$ cat src/rtl/ex_pkg.sv
// Shared definitions for the execute stage: ALUOp codes, funct values and
// the multiply/divide unit state encoding.
package ex_pkg;

  localparam logic [1:0] ALUOP_ADD   = 2'b00;
  localparam logic [1:0] ALUOP_SUB   = 2'b01;
  localparam logic [1:0] ALUOP_RTYPE = 2'b10;
  localparam logic [1:0] ALUOP_OR    = 2'b11;

  localparam logic [5:0] FN_SLL   = 6'b000000;
  localparam logic [5:0] FN_SRL   = 6'b000010;
  localparam logic [5:0] FN_MFHI  = 6'b010000;
  localparam logic [5:0] FN_MFLO  = 6'b010010;
  localparam logic [5:0] FN_MULTU = 6'b011001;
  localparam logic [5:0] FN_DIVU  = 6'b011011;
  localparam logic [5:0] FN_ADD   = 6'b100000;
  localparam logic [5:0] FN_SUB   = 6'b100010;
  localparam logic [5:0] FN_AND   = 6'b100100;
  localparam logic [5:0] FN_OR    = 6'b100101;
  localparam logic [5:0] FN_SLT   = 6'b101010;

  typedef enum logic [1:0] {
    IDLE = 2'd0,
    MUL  = 2'd1,
    DIV  = 2'd2
  } md_state_e;

endpackage

$ cat src/rtl/ex_stage_if.sv
// ID/EX -> EX -> EX/MEM signal bundle. The pipeline side (master) drives the
// ID/EX fields; the execute stage (slave) returns the EX/MEM fields.
interface ex_stage_if #(parameter int DATA_W = 32);

  logic [1:0]        wb_i;
  logic [2:0]        m_i;
  logic              regdst_i;
  logic              alusrc_i;
  logic [1:0]        aluop_i;
  logic [DATA_W-1:0] pc_i;
  logic [DATA_W-1:0] rd1_i;
  logic [DATA_W-1:0] rd2_i;
  logic [DATA_W-1:0] imm_i;
  logic [4:0]        shamt_i;
  logic [4:0]        rt_i;
  logic [4:0]        rd_i;
  logic              beq_bne_i;
  logic              jump_i;
  logic [25:0]       j_i;

  logic [DATA_W-1:0] alu_result_o;
  logic              zero_o;
  logic [DATA_W-1:0] rd2_o;
  logic [4:0]        write_reg_o;
  logic [DATA_W-1:0] branch_target_o;
  logic [DATA_W-1:0] jump_target_o;
  logic [1:0]        wb_o;
  logic [2:0]        m_o;
  logic              beq_bne_o;
  logic              jump_o;
  logic              stall_o;
  logic              md_busy_o;

  modport master (
    output wb_i, m_i, regdst_i, alusrc_i, aluop_i, pc_i, rd1_i, rd2_i, imm_i,
           shamt_i, rt_i, rd_i, beq_bne_i, jump_i, j_i,
    input  alu_result_o, zero_o, rd2_o, write_reg_o, branch_target_o,
           jump_target_o, wb_o, m_o, beq_bne_o, jump_o, stall_o, md_busy_o
  );

  modport slave (
    input  wb_i, m_i, regdst_i, alusrc_i, aluop_i, pc_i, rd1_i, rd2_i, imm_i,
           shamt_i, rt_i, rd_i, beq_bne_i, jump_i, j_i,
    output alu_result_o, zero_o, rd2_o, write_reg_o, branch_target_o,
           jump_target_o, wb_o, m_o, beq_bne_o, jump_o, stall_o, md_busy_o
  );

endinterface

$ cat src/rtl/muldiv_unit.sv
// Iterative unsigned multiply / restoring divide, one bit per clock.
// A shared 2*DATA_W accumulator holds {partial, multiplier} for MUL and
// {remainder, quotient} for DIV; HI/LO are updated only on completion.
module muldiv_unit
  import ex_pkg::*;
#(
  parameter int DATA_W  = 32,
  parameter int MD_ITER = 32
) (
  input  logic              clk,
  input  logic              rst,
  input  logic              start_mul,
  input  logic              start_div,
  input  logic [DATA_W-1:0] a,
  input  logic [DATA_W-1:0] b,
  output logic [DATA_W-1:0] hi,
  output logic [DATA_W-1:0] lo,
  output logic              busy
);

  localparam int CNT_W = $clog2(MD_ITER + 1);

  md_state_e           state_q, state_d;
  logic [CNT_W-1:0]    count_q;
  logic [2*DATA_W-1:0] acc_q, acc_step;
  logic [DATA_W-1:0]   opnd_q, hi_q, lo_q;
  logic [DATA_W:0]     mul_sum, div_shift, div_trial;
  logic                last_iter;

  assign last_iter = (count_q == CNT_W'(1));

  // State register.
  // NOTE: sequential state is assigned with <= so every flop samples the
  // values from before the edge, independent of statement order.
  always_ff @(posedge clk) begin
    if (rst) state_q <= IDLE;
    else     state_q <= state_d;
  end

  // Next-state: launch from IDLE, return to IDLE after the last iteration.
  // NOTE: state_d gets a default first so no path leaves it unassigned,
  // which would otherwise infer a latch.
  always_comb begin
    state_d = state_q;
    case (state_q)
      IDLE:     if (start_mul)      state_d = MUL;
                else if (start_div) state_d = DIV;
      MUL, DIV: if (last_iter)      state_d = IDLE;
      default:  state_d = IDLE;
    endcase
  end

  // One shift-add or restoring-subtract step on the accumulator.
  always_comb begin
    mul_sum   = {1'b0, acc_q[2*DATA_W-1:DATA_W]}
              + (acc_q[0] ? {1'b0, opnd_q} : '0);
    div_shift = {acc_q[2*DATA_W-1:DATA_W], acc_q[DATA_W-1]};
    div_trial = div_shift - {1'b0, opnd_q};
    acc_step  = acc_q;
    if (state_q == MUL) begin
      acc_step = {mul_sum, acc_q[DATA_W-1:1]};
    end else if (state_q == DIV) begin
      // Unsigned compare keeps divide-by-zero well defined: every step
      // succeeds, giving an all-ones quotient and the dividend as remainder.
      if (div_shift >= {1'b0, opnd_q})
        acc_step = {div_trial[DATA_W-1:0], acc_q[DATA_W-2:0], 1'b1};
      else
        acc_step = {div_shift[DATA_W-1:0], acc_q[DATA_W-2:0], 1'b0};
    end
  end

  // Operand capture, iteration counter and HI/LO write-back.
  always_ff @(posedge clk) begin
    if (rst) begin
      count_q <= '0;
      acc_q   <= '0;
      opnd_q  <= '0;
      hi_q    <= '0;
      lo_q    <= '0;
    end else if (state_q == IDLE) begin
      if (start_mul || start_div) begin
        count_q <= CNT_W'(MD_ITER);
        opnd_q  <= start_mul ? a : b;
        acc_q   <= {{DATA_W{1'b0}}, (start_mul ? b : a)};
      end
    end else begin
      count_q <= count_q - CNT_W'(1);
      acc_q   <= acc_step;
      if (last_iter) begin
        hi_q <= acc_step[2*DATA_W-1:DATA_W];
        lo_q <= acc_step[DATA_W-1:0];
      end
    end
  end

  assign hi   = hi_q;
  assign lo   = lo_q;
  assign busy = (state_q != IDLE);

endmodule

$ cat src/rtl/ex_stage.sv
// MIPS execute stage: ALU, branch/jump targets, destination select and the
// multiply/divide interlock. Outputs are combinational; EX/MEM registers them.
module ex_stage
  import ex_pkg::*;
#(
  parameter int DATA_W  = 32,
  parameter int MD_ITER = 32
) (
  input  logic       clk,
  input  logic       rst,
  ex_stage_if.slave  ex
);

  logic [5:0]        funct;
  logic              is_rtype, is_multu, is_divu, is_md_op;
  logic [DATA_W-1:0] op_b, result, hi, lo;
  logic              md_busy, stall;

  assign funct    = ex.imm_i[5:0];
  assign is_rtype = (ex.aluop_i == ALUOP_RTYPE);
  assign is_multu = is_rtype && (funct == FN_MULTU);
  assign is_divu  = is_rtype && (funct == FN_DIVU);
  assign is_md_op = is_multu || is_divu ||
                    (is_rtype && (funct == FN_MFHI || funct == FN_MFLO));
  assign op_b     = ex.alusrc_i ? ex.imm_i : ex.rd2_i;

  // Only instructions that touch HI/LO wait for the unit.
  assign stall = md_busy && is_md_op;

  muldiv_unit #(.DATA_W(DATA_W), .MD_ITER(MD_ITER)) u_muldiv (
    .clk       (clk),
    .rst       (rst),
    .start_mul (is_multu && !stall),
    .start_div (is_divu && !stall),
    .a         (ex.rd1_i),
    .b         (ex.rd2_i),
    .hi        (hi),
    .lo        (lo),
    .busy      (md_busy)
  );

  // ALU operation select; all arithmetic wraps.
  always_comb begin
    result = '0;
    case (ex.aluop_i)
      ALUOP_ADD: result = ex.rd1_i + op_b;
      ALUOP_SUB: result = ex.rd1_i - op_b;
      ALUOP_OR:  result = ex.rd1_i | op_b;
      default: begin
        case (funct)
          FN_ADD:  result = ex.rd1_i + op_b;
          FN_SUB:  result = ex.rd1_i - op_b;
          FN_AND:  result = ex.rd1_i & op_b;
          FN_OR:   result = ex.rd1_i | op_b;
          FN_SLT:  result = ($signed(ex.rd1_i) < $signed(op_b))
                            ? DATA_W'(1) : '0;
          FN_SLL:  result = ex.rd2_i << ex.shamt_i;
          FN_SRL:  result = ex.rd2_i >> ex.shamt_i;
          FN_MFHI: result = hi;
          FN_MFLO: result = lo;
          default: result = '0;
        endcase
      end
    endcase
  end

  assign ex.alu_result_o    = result;
  assign ex.zero_o          = (result == '0);
  assign ex.rd2_o           = ex.rd2_i;
  assign ex.write_reg_o     = ex.regdst_i ? ex.rd_i : ex.rt_i;
  assign ex.branch_target_o = ex.pc_i + (ex.imm_i << 2);
  assign ex.jump_target_o   = {ex.pc_i[DATA_W-1:DATA_W-4], ex.j_i, 2'b00};
  // A stalled instruction becomes a bubble; MULTU/DIVU never write a GPR.
  assign ex.wb_o            = (stall || is_multu || is_divu) ? 2'b00 : ex.wb_i;
  assign ex.m_o             = stall ? 3'b000 : ex.m_i;
  assign ex.beq_bne_o       = ex.beq_bne_i;
  assign ex.jump_o          = ex.jump_i;
  assign ex.stall_o         = stall;
  assign ex.md_busy_o       = md_busy;

endmodule

$ cat src/flat_wrapper.sv
// flat-port wrapper written by rule: the top's interface ports become plain ports
module ex_stage_flat import ex_pkg::*;
#(
  parameter int DATA_W  = 32,
  parameter int MD_ITER = 32
)
  (clk, rst, ex_wb_i, ex_m_i, ex_regdst_i, ex_alusrc_i, ex_aluop_i, ex_pc_i, ex_rd1_i, ex_rd2_i, ex_imm_i, ex_shamt_i, ex_rt_i, ex_rd_i, ex_beq_bne_i, ex_jump_i, ex_j_i, ex_alu_result_o, ex_zero_o, ex_rd2_o, ex_write_reg_o, ex_branch_target_o, ex_jump_target_o, ex_wb_o, ex_m_o, ex_beq_bne_o, ex_jump_o, ex_stall_o, ex_md_busy_o);
  ex_stage_if #(.DATA_W(DATA_W)) ex_i ();
  input  logic clk;
  input  logic rst;
  input wire logic [$bits(ex_i.wb_i)-1:0] ex_wb_i;
  input wire logic [$bits(ex_i.m_i)-1:0] ex_m_i;
  input wire logic [$bits(ex_i.regdst_i)-1:0] ex_regdst_i;
  input wire logic [$bits(ex_i.alusrc_i)-1:0] ex_alusrc_i;
  input wire logic [$bits(ex_i.aluop_i)-1:0] ex_aluop_i;
  input wire logic [$bits(ex_i.pc_i)-1:0] ex_pc_i;
  input wire logic [$bits(ex_i.rd1_i)-1:0] ex_rd1_i;
  input wire logic [$bits(ex_i.rd2_i)-1:0] ex_rd2_i;
  input wire logic [$bits(ex_i.imm_i)-1:0] ex_imm_i;
  input wire logic [$bits(ex_i.shamt_i)-1:0] ex_shamt_i;
  input wire logic [$bits(ex_i.rt_i)-1:0] ex_rt_i;
  input wire logic [$bits(ex_i.rd_i)-1:0] ex_rd_i;
  input wire logic [$bits(ex_i.beq_bne_i)-1:0] ex_beq_bne_i;
  input wire logic [$bits(ex_i.jump_i)-1:0] ex_jump_i;
  input wire logic [$bits(ex_i.j_i)-1:0] ex_j_i;
  output wire logic [$bits(ex_i.alu_result_o)-1:0] ex_alu_result_o;
  output wire logic [$bits(ex_i.zero_o)-1:0] ex_zero_o;
  output wire logic [$bits(ex_i.rd2_o)-1:0] ex_rd2_o;
  output wire logic [$bits(ex_i.write_reg_o)-1:0] ex_write_reg_o;
  output wire logic [$bits(ex_i.branch_target_o)-1:0] ex_branch_target_o;
  output wire logic [$bits(ex_i.jump_target_o)-1:0] ex_jump_target_o;
  output wire logic [$bits(ex_i.wb_o)-1:0] ex_wb_o;
  output wire logic [$bits(ex_i.m_o)-1:0] ex_m_o;
  output wire logic [$bits(ex_i.beq_bne_o)-1:0] ex_beq_bne_o;
  output wire logic [$bits(ex_i.jump_o)-1:0] ex_jump_o;
  output wire logic [$bits(ex_i.stall_o)-1:0] ex_stall_o;
  output wire logic [$bits(ex_i.md_busy_o)-1:0] ex_md_busy_o;
  assign ex_i.wb_i = ex_wb_i;
  assign ex_i.m_i = ex_m_i;
  assign ex_i.regdst_i = ex_regdst_i;
  assign ex_i.alusrc_i = ex_alusrc_i;
  assign ex_i.aluop_i = ex_aluop_i;
  assign ex_i.pc_i = ex_pc_i;
  assign ex_i.rd1_i = ex_rd1_i;
  assign ex_i.rd2_i = ex_rd2_i;
  assign ex_i.imm_i = ex_imm_i;
  assign ex_i.shamt_i = ex_shamt_i;
  assign ex_i.rt_i = ex_rt_i;
  assign ex_i.rd_i = ex_rd_i;
  assign ex_i.beq_bne_i = ex_beq_bne_i;
  assign ex_i.jump_i = ex_jump_i;
  assign ex_i.j_i = ex_j_i;
  assign ex_alu_result_o = ex_i.alu_result_o;
  assign ex_zero_o = ex_i.zero_o;
  assign ex_rd2_o = ex_i.rd2_o;
  assign ex_write_reg_o = ex_i.write_reg_o;
  assign ex_branch_target_o = ex_i.branch_target_o;
  assign ex_jump_target_o = ex_i.jump_target_o;
  assign ex_wb_o = ex_i.wb_o;
  assign ex_m_o = ex_i.m_o;
  assign ex_beq_bne_o = ex_i.beq_bne_o;
  assign ex_jump_o = ex_i.jump_o;
  assign ex_stall_o = ex_i.stall_o;
  assign ex_md_busy_o = ex_i.md_busy_o;
  ex_stage #(.DATA_W(DATA_W), .MD_ITER(MD_ITER)) u_core (.clk(clk), .rst(rst), .ex(ex_i));
endmodule
$ cat config.mk
export PLATFORM = sky130hd
export DESIGN_NAME = ex_stage_flat
export DESIGN_NICKNAME = d
export VERILOG_FILES = /design/src/rtl/ex_pkg.sv /design/src/rtl/ex_stage_if.sv /design/src/rtl/muldiv_unit.sv /design/src/rtl/ex_stage.sv /design/src/flat_wrapper.sv
export SDC_FILE = /design/constraint.sdc
export NUM_CORES = 1
export LEC_CHECK = 0
export ABC_AREA = 0
export ABC_CLOCK_PERIOD_IN_PS = 7100
export CAP_MARGIN = 20
export CORE_MARGIN = 4
export CORE_UTILIZATION = 32
export CTS_CLUSTER_SIZE = 12
export DETAILED_ROUTE_END_ITERATION = 12
export SYNTH_ARGS = -nofsm -noshare
export SYNTH_HDL_FRONTEND = slang
export SYNTH_SLANG_ARGS = --single-unit
$ cat constraint.sdc
create_clock -name clk -period 7.1 [get_ports clk]
set_input_delay 1.065 -clock clk [delete_from_list [all_inputs] [get_ports clk]]
set_output_delay 1.065 -clock clk [all_outputs]
set_load 0.03 [all_outputs]
==> impl_metrics.env <==
# implementation run metrics
export IMPL_hold_buffers=0
export IMPL_sh_seq_area_pct=11.3
export IMPL_largestClassByArea="multi-input combinational cells"
export IMPL_highest_layer="met5"
export IMPL_power_frac_seq_pct=24.0
export IMPL_worstSetupPathType="input pin to output port"
export IMPL_yosysChipArea_um2=24800
export IMPL_topCombFamilyByArea="AND-OR/OR-AND gates"
export IMPL_clock_power_share_pct=24.0
export IMPL_cp_depth=16
export IMPL_syn_to_final_growth_pct=20.2
export IMPL_seq_power_mw=0.949
export IMPL_n_all_inverters=171
export IMPL_fin_crit_ns=7.05
export IMPL_antenna_found_initial=2
export IMPL_worst_pin_slew_ns=1.09
export IMPL_leakagePower_nw=11.9
export IMPL_status="complete, no violations"
export IMPL_ff_count=168
export IMPL_postRouteAntennaNets=0
export IMPL_wl_met3_um=11500
export IMPL_grt_max_degree=100
export IMPL_fillers=8133
export IMPL_rows=101
export IMPL_cts_root_buffer="clkbuf_16"
export IMPL_synth_seq_cells=168
export IMPL_ys_seq_share_pct=13.6
export IMPL_syn_area_per_cell_um2=7.14
export IMPL_yosys_area_share_xor_xnor_pct=3.88
export IMPL_final_cell_mix="464 x nor2_1, 315 x a21oi_1, 263 x nand2_1"
export IMPL_cp_num_buf_inv=5
export IMPL_rrSetupSlack_ns=2.61
export IMPL_power_density_nw_per_um2=133
export IMPL_signal_buffers=508
export IMPL_ios=325
export IMPL_seq_area_um2=3360
export IMPL_viasPerCell=6.06
export IMPL_power_total_mw=3.96
export IMPL_grt_pass1_vias=26071
export IMPL_swShare_pct=42.9
export IMPL_nets=4051
export IMPL_crit_path_top_delay_cell="clkdlybuf4s50_1"
export IMPL_initial_core_util_pct=32.5
export IMPL_combPwrFrac_pct=52.0
export IMPL_gp_congestion=1.07
export IMPL_fmax_ghz=0.142
export IMPL_hold_depth=1
export IMPL_placed_cells=4679
export IMPL_dieArea_um2=82000
export IMPL_setup_viol=0
export IMPL_cp_top_family="simple AND/OR/NAND/NOR gates"
export IMPL_place_hpwl_um=101000
export IMPL_grt_overflow=0
export IMPL_core_um2=76300
export IMPL_most_common_cell="nor2_1"
export IMPL_crit_end="ex_zero_o"
export IMPL_regMostFlops="u_core.u_muldiv.acc_q"
export IMPL_cts_made_buffers=17
export IMPL_comb_area_um2=19300
export IMPL_yosysUniqueCellTypes=98
export IMPL_synthesis_area_um2=24800
export IMPL_post_cts_buffers=0
export IMPL_final_hold_violation_count=0
export IMPL_fa_ha_area_share_pct=10.2
export IMPL_r2r_cells=17
export IMPL_port_buffers=262
export IMPL_cts_path_max_buffers=2
export IMPL_yosys_area_share_aoi_pct=28.6
export IMPL_intPower_mw=2.26
export IMPL_routed_wl_met2_um=51100
export IMPL_area_leaders="dfxtp_1 14%, ha_1 9.8%, mux2i_1 8.5%"
export IMPL_die_h_um=286
export IMPL_arrival_ns=5.98
export IMPL_ys_top_cells_by_count="466 x nor2_1, 318 x a21oi_1, 264 x nand2_1"
export IMPL_drive_above_1_share_pct=11.4
export IMPL_yosys_area_top_type="dfxtp_1"
export IMPL_cp_required_ns=6.03
export IMPL_max_stage_delay_ns=0.67
export IMPL_ff_type="dfxtp_1"
export IMPL_final_area_um2=29800
export IMPL_final_util_pct=39.0
export IMPL_antennaDiodeCount=1
export IMPL_cts_resized=1
export IMPL_fin_crit_sh_pct=99.2
export IMPL_warnings=93
export IMPL_clk_share_pct=1.96
export IMPL_cp_common_cell="buf_4"
export IMPL_crit_chain="clkdlybuf4s50_1, buf_4, buf_4, mux4_2, nand3_1, o2111a_1, a41o_1, o2111ai_1, nor3_1, nand4b_1, or4_1, nor4_1, buf_4, and4b_1, and4bb_1, buf_4"
export IMPL_finalNonFillerCells=4714
export IMPL_cp_end_kind="output port"
export IMPL_cp_start_kind="input pin"
export IMPL_path_clk_slew_ns=0.07
export IMPL_maxCapViolCount=0
export IMPL_rsz0062_at_grt="false"
export IMPL_simple_gate_share_pct=21.0
export IMPL_cts_tree="yes"
export IMPL_comb_share_pct=64.9
export IMPL_htreeDepth=4
export IMPL_fin_tns_setup_ns=0
export IMPL_syn_instance_count=3472
export IMPL_min_path_type="flop to flop"
export IMPL_powerComb_mw=2.06
export IMPL_wl_met1_um=54400
export IMPL_edf_count=0
export IMPL_grt_pass1_wl_um=179000
export IMPL_drt_wl_total_um=124000
export IMPL_reg2reg_to="u_core.u_muldiv.acc_q[62]"
export IMPL_first_pass_iters=6
export IMPL_logic_gates=2804
export IMPL_worst_slack_ns=0.0545
export IMPL_holdWs_ns=0.483
export IMPL_max_slew_margin_pct=27.1
export IMPL_use_met1_pct=40.9
export IMPL_remaining_drc_errors=0
export IMPL_powerClk_mw=0.952
export IMPL_use_met2_pct=42.2
export IMPL_power_leader="combinational cells"
export IMPL_worstPathMaxFanout=7
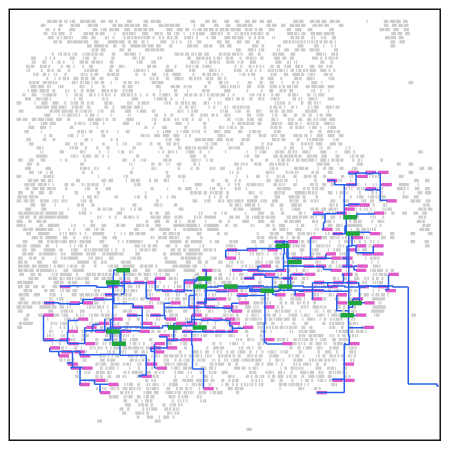
Fig. 1. Clock network drawn from the DEF.
Scale: 1.5 px per um.
[magenta] flip-flops | count: 168
[green] cells driving clock nets | count: 17
[blue] clock wires | length: 2470 um
routed clock nets: 18

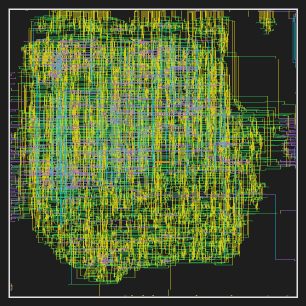
Fig. 2. Signal wires by layer.
Scale: 1 px per um.
| color | layer | wire length |
|---|---|---|
| orange | met5 | 12.9 um |
| purple | met3 | 11500 um |
| cyan | met4 | 7010 um |
| yellow | met2 | 51.1 mm |
| green | met1 | 54.4 mm |

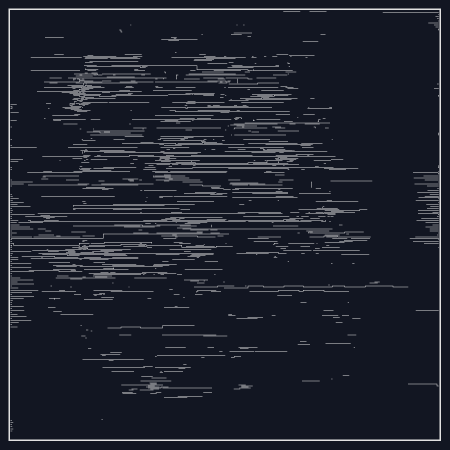
Fig. 3. Metal 3.
Scale: 1.5 px per um.
nets with wire on the layer: 632
longest straight run: 143 um
main direction: horizontal
share of all routed wire: 9.2%
GR Util met3: 4.77%
DR vias: 28.6k

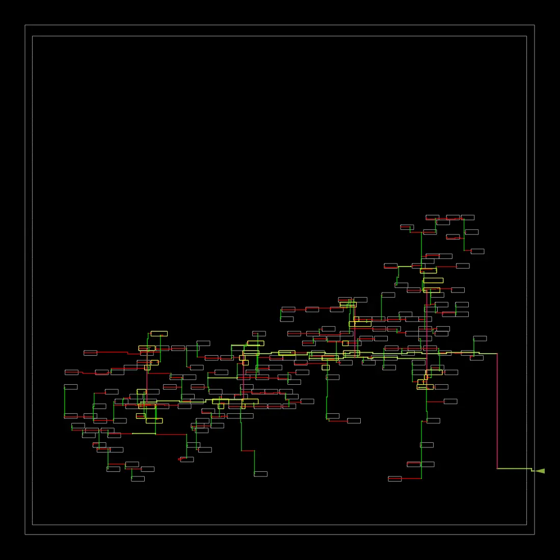
Fig. 4. Clock routing.
clk sinks: 168
Late-Pin Clk Latency: 0.44 ns
clock buffers: 19
Clock Skew: 0.0146 ns

